[config.mk]
export PLATFORM = sky130hd
export DESIGN_NAME = serial_sub_ctrl
export DESIGN_NICKNAME = d
export VERILOG_FILES = /design/src/rtl/serial_sub_pkg.sv /design/src/rtl/full_subtractor.sv /design/src/rtl/serial_sub_ctrl.sv
export SDC_FILE = /design/constraint.sdc
export NUM_CORES = 1
export LEC_CHECK = 0
export CAP_MARGIN = 20
export CORE_MARGIN = 3
export CORE_UTILIZATION = 47
export DETAILED_ROUTE_END_ITERATION = 8
export PLACE_DENSITY = 0.75
export SYNTH_ARGS = -nofsm -noshare
export SYNTH_HDL_FRONTEND = slang
export SYNTH_SLANG_ARGS = --single-unit
[constraint.sdc]
create_clock -name clk -period 1.75 [get_ports clk]
set_clock_uncertainty 0.15 [all_clocks]
set_input_delay 0.175 -clock clk [delete_from_list [all_inputs] [get_ports clk]]
set_output_delay 0.175 -clock clk [all_outputs]
set_load 0.03 [all_outputs]
[src/rtl/serial_sub_pkg.sv]
// Shared types and helpers for the bit-serial subtractor controller.
package serial_sub_pkg;

   typedef enum logic [1:0] {
      IDLE = 2'd0,
      RUN  = 2'd1,
      DONE = 2'd2
   } state_t;

   localparam int unsigned DEF_WIDTH = 8;

   // Bit counter width for a given operand width; floor of 1 keeps the vector legal.
   function automatic int unsigned cnt_width(input int unsigned w);
      return (w < 2) ? 1 : $clog2(w);
   endfunction

endpackage

[src/rtl/full_subtractor.sv]
// Single 1-bit full-subtractor cell: diff = a - b - bin, with borrow out.
module full_subtractor (
   input  logic a,
   input  logic b,
   input  logic bin,
   output logic diff,
   output logic bout
);

   assign diff = a ^ b ^ bin;
   assign bout = (~a & b) | (~(a ^ b) & bin);

endmodule

[src/rtl/serial_sub_ctrl.sv]
// Bit-serial WIDTH-bit subtractor: LSB-first through one shared cell, borrow chained in a flop.
module serial_sub_ctrl
   import serial_sub_pkg::*;
#(
   parameter int unsigned WIDTH = DEF_WIDTH
) (
   input  logic             clk,
   input  logic             rst_n,
   input  logic             start,
   input  logic [WIDTH-1:0] a,
   input  logic [WIDTH-1:0] b,
   output logic             busy,
   output logic             done,
   output logic [WIDTH-1:0] diff,
   output logic             borrow
);

   localparam int unsigned CW = cnt_width(WIDTH);

   state_t           state;
   logic [WIDTH-1:0] sa;
   logic [WIDTH-1:0] sb;
   logic [WIDTH-1:0] wr;
   logic             bf;
   logic [CW-1:0]    cnt;
   logic             cell_d;
   logic             cell_bout;

   full_subtractor u_cell (
      .a    (sa[0]),
      .b    (sb[0]),
      .bin  (bf),
      .diff (cell_d),
      .bout (cell_bout)
   );

   // Sequencer: operand capture, per-bit shifting and result/handshake registers.
   always_ff @(posedge clk or negedge rst_n) begin
      if (!rst_n) begin
         state  <= IDLE;
         sa     <= '0;
         sb     <= '0;
         wr     <= '0;
         bf     <= 1'b0;
         cnt    <= '0;
         busy   <= 1'b0;
         done   <= 1'b0;
         diff   <= '0;
         borrow <= 1'b0;
      end else begin
         case (state)
            IDLE: begin
               done <= 1'b0;
               if (start) begin
                  sa    <= a;
                  sb    <= b;
                  bf    <= 1'b0;
                  cnt   <= '0;
                  busy  <= 1'b1;
                  state <= RUN;
               end
            end
            RUN: begin
               bf <= cell_bout;
               sa <= sa >> 1;
               sb <= sb >> 1;
               wr <= {cell_d, wr[WIDTH-1:1]};
               if (cnt == CW'(WIDTH - 1)) begin
                  diff   <= {cell_d, wr[WIDTH-1:1]};
                  borrow <= cell_bout;
                  busy   <= 1'b0;
                  done   <= 1'b1;
                  state  <= DONE;
               end else begin
                  cnt <= cnt + CW'(1);
               end
            end
            DONE: begin
               done  <= 1'b0;
               state <= IDLE;
            end
            default: begin
               busy  <= 1'b0;
               done  <= 1'b0;
               state <= IDLE;
            end
         endcase
      end
   end

endmodule

==> impl_metrics.toml <==
# synthesis and place-and-route metrics
[sta]
max_freq_mhz = 599
relSlewSlack_pct = 69.7
period_used_pct = 95.4
fin_ws_ps = 80.0
setup_viol = 0
rsz0062_at_grt = "no"
finalHoldViolations = 0
maxSlewViolCount = 0
setup_tns_ps = 0
tightest_slew_ps = 455
worst_hold_slack_ps = 223
min_period_ps = 1670

[clocking]
clkTransAtPathRegs_ps = 70
cts_num_sinks = 40
cts.repair.resized = 0
clk_latency_ps = 290
cts_buffers = 5
cts_tree = "built"
clockBufferDepth = 2
cts_root_buffer = "clkbuf_8"
post_cts_buffers = 0
cts.htree.levels = 2
cts_hold_buf = 1

[logic_synthesis]
topCellsByArea = "dfrtp_1 56%, mux2_2 8.8%, nor2_1 4.4%, o221a_2 3.8%, a22o_1 3.4%"
dominantRegCellSynth = "dfrtp_1"
syn_area_per_cell_um2 = 12.5
synth_flops = 40
ys_types = 23
ys_cells = 143
syn_area_um2 = 1780
yosys_warnings = 0
yosysTopAreaCellShare_pct = 56.1
fp_nets = 166
ys_seq_share_pct = 56.1
top_cells_by_count = "40 x dfrtp_1, 21 x nor2_1, 14 x mux2_2, 8 x a211oi_1, 8 x nor3_1"
async_flop_share_pct = 100
syn_inst = 143
synth_top_cell_by_count = "dfrtp_1"
edf_count = 0
yosysTopAreaCell = "dfrtp_1"
ys_area_um2 = 1780

[worst_setup_path]
critPathRequiredTime_ps = 1420
cp_slowest_cell = "clkdlybuf4s50_1"
r2r_slack_ps = 80
path_class = "reg2out"
crit_chain = "clkdlybuf4s50_1"
critPathMaxStageDelay_ps = 680
ff2ff_path_depth = 5
path_depth = 1
crit_path_end = "busy"
cpLargestDelayFamily = "buffers and inverters"
critPathArrivalTime_ps = 1340
worstReg2RegStart = "cnt[1]"
critical_path.startpoint = "busy"
cp_num_buf_inv = 1
crit_fanout = 3
reg2reg_to = "diff[2]"
crit_path_end_kind = "primary output"
startpoint_type = "flop"

[route]
viasPerCell = 5.48
ant_nets = 0
drc = 0
drtIter0Drc = 86
dr.pass1.iters = 4

[finish]
reg_top3 = "diff: 8 flops, sa: 8 flops, sb: 8 flops"
n_clock_buffer = 7
comb_area_share_pct = 30.2
inverters_excl_clock = 5
syn_to_final_growth_pct = 26.6
stdcell_area_um2 = 2260
dominant-cell-class = "registers"
comb_cells = 88
seq_area_um2 = 1000
clk_share_pct = 5.60
buffers = 37
buffer_area_share_pct = 16.5
final_cells = 224
flop-count = 40
final_core_util_pct = 64.6
fillers = 281
logic_area_um2 = 682
drive_gt1_share_pct = 22.5
fin_nets = 200
n_antenna_cell = 0
sh_seq_area_pct = 44.3

[power]
p_seq_share_pct = 38.4
combPwrFrac_pct = 42.1
powerComb_mw = 1.78
power.static_leakage_nw = 0.989
clockPowerShare_pct = 19.4
p_seq_mw = 1.63
net-switching-power_mw = 1.43
maxPowerGroup = "combinational cells"
powerClk_mw = 0.822
intPower_mw = 2.80
power.ir.vdd_worst_v = 0.000830
power_per_cell_area_nw_per_um2 = 1870
p_sw_share_pct = 33.8
finalPower_mw = 4.23

[die]
fp_util_pct = 51.1
core-area_um2 = 3490
n_tap_cell = 46
die_w_um = 67.6
die_h_um = 67.6
std_cell_rows = 21
die_area_um2 = 4570
io_pins = 30

[placed_design]
portBuffers = 29
dp.cells = 215
hpwl_um = 2200
preCtsSetupSlack_ps = 58.8
dpl_cell_area_um2 = 2120
gp_congestion = 0.746

[global_routing]
grt_pass1_vias = 1195
antenna_found_initial = 0
grt-ovfl-total = 0
grt_pass1_wl_um = 5490
grt_start_max_net_pins = 41
grt_use_total_pct = 16.1

[run_status]
status = "finished, final reports clean"

[worst_hold_path]
min_path_type = "in2async"

[job]
max_cap_violations = 0
warning_count = 27
-- cells in the final DEF, fill, tap and decap left out, drive strengths merged, types with 2 or more instances in the layout --
cell type	synthesis	routed
nand2b	2	2
nor2	21	21
nand2	2	2
o221a	6	6
nand3b	7	7
buf	10	8
o22ai	2	2
clkbuf	0	7
ha	3	3
a211oi	8	8
mux2	16	16
dfrtp	40	40
nor3	8	8
inv	5	5
a22o	7	7
clkdlybuf4s50	0	28
-- layer usage --
layer	global-route usage, %	routed length (µm)
met3	5.99	181
met5	0	0
met1	20.2	1410
met4	5.82	60
met2	25.5	1600
-- logic make-up after synthesis --
family | synth area share [%]
AOI/OAI and AO/OA | 13.6
adders and majority gates | 3.23
buffers and inverters | 5.82
DFF | 56.1
muxes | 10.5
and+or+nand+nor | 10.7
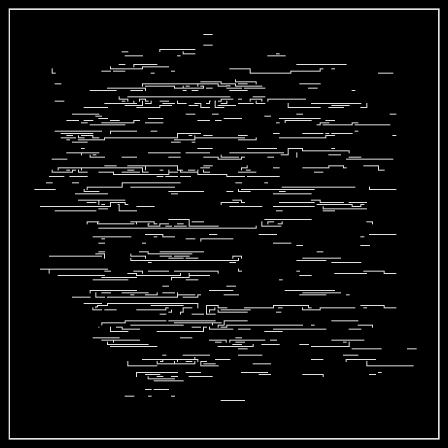
(images/layer_met1.png)
nets with wire on the layer	169
main direction	horizontal
wire length on this layer	1,410 µm
via count: 1,228
met1 Use GR: 20.2%
WL final: 3250 µm

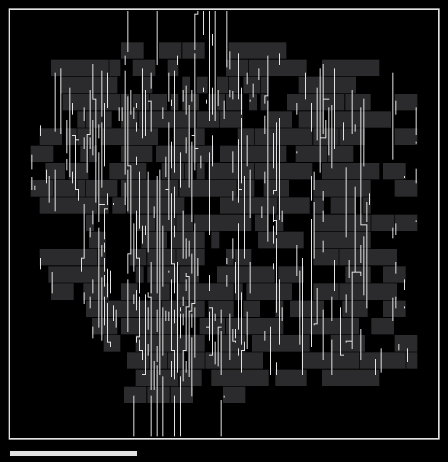
(images/layer_met2.png)
The bar under the picture is 20 µm long.
main direction	vertical
nets with wire on the layer	182
share of all routed wire	49%
met2 usage in global routing: 25.5%

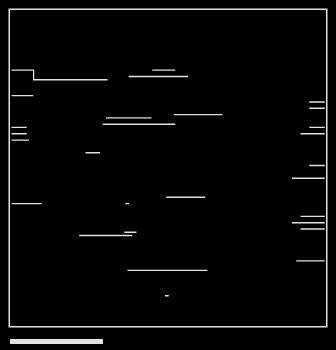
(images/layer_met3.png)
The bar under the picture is 20 µm long.
share of all routed wire	5.6%
main direction	horizontal
wire length on this layer	182 µm
nets with wire on the layer	23
longest straight run	16.8 µm
met3 track demand over resource: 5.99%

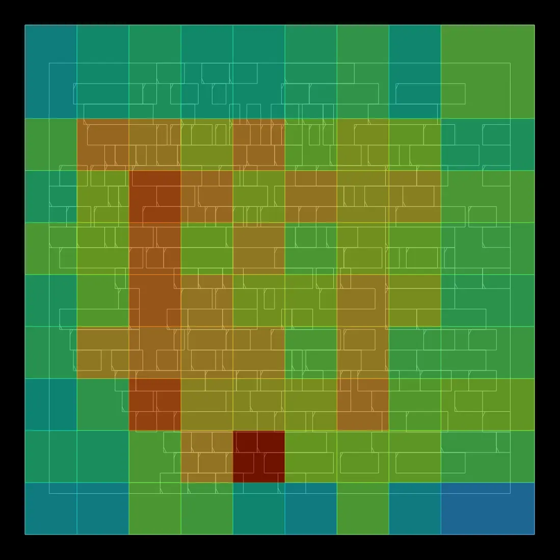
(images/congestion.png)
GR peak layer: met2
wire per inst: 14.5 µm

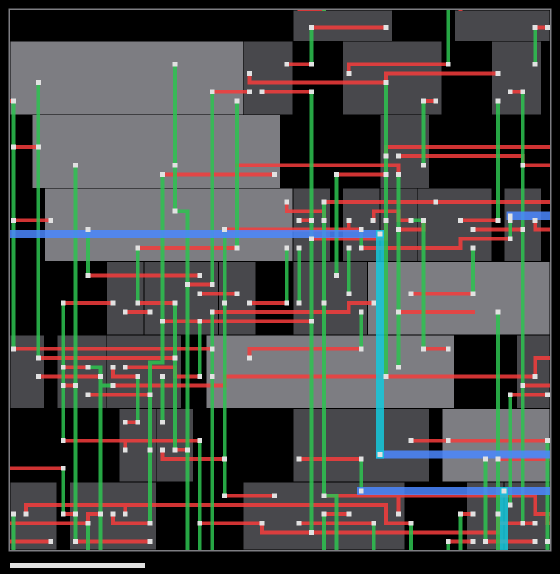
(images/detail.png)
The bar under the picture is 5 µm long. Window x 7 to 27, y 41 to 61 µm. Cells in gray, sequential cells in the stronger gray; small squares are vias.
color	layer
green	metal 2
red	metal 1
cyan	metal 4
blue	metal 3
sequential cells in the window	5
netlist names of flops here include	`sa` (5)
cells with their middle in the window	28
most frequent	nor2_1 (9), dfrtp_1 (5)

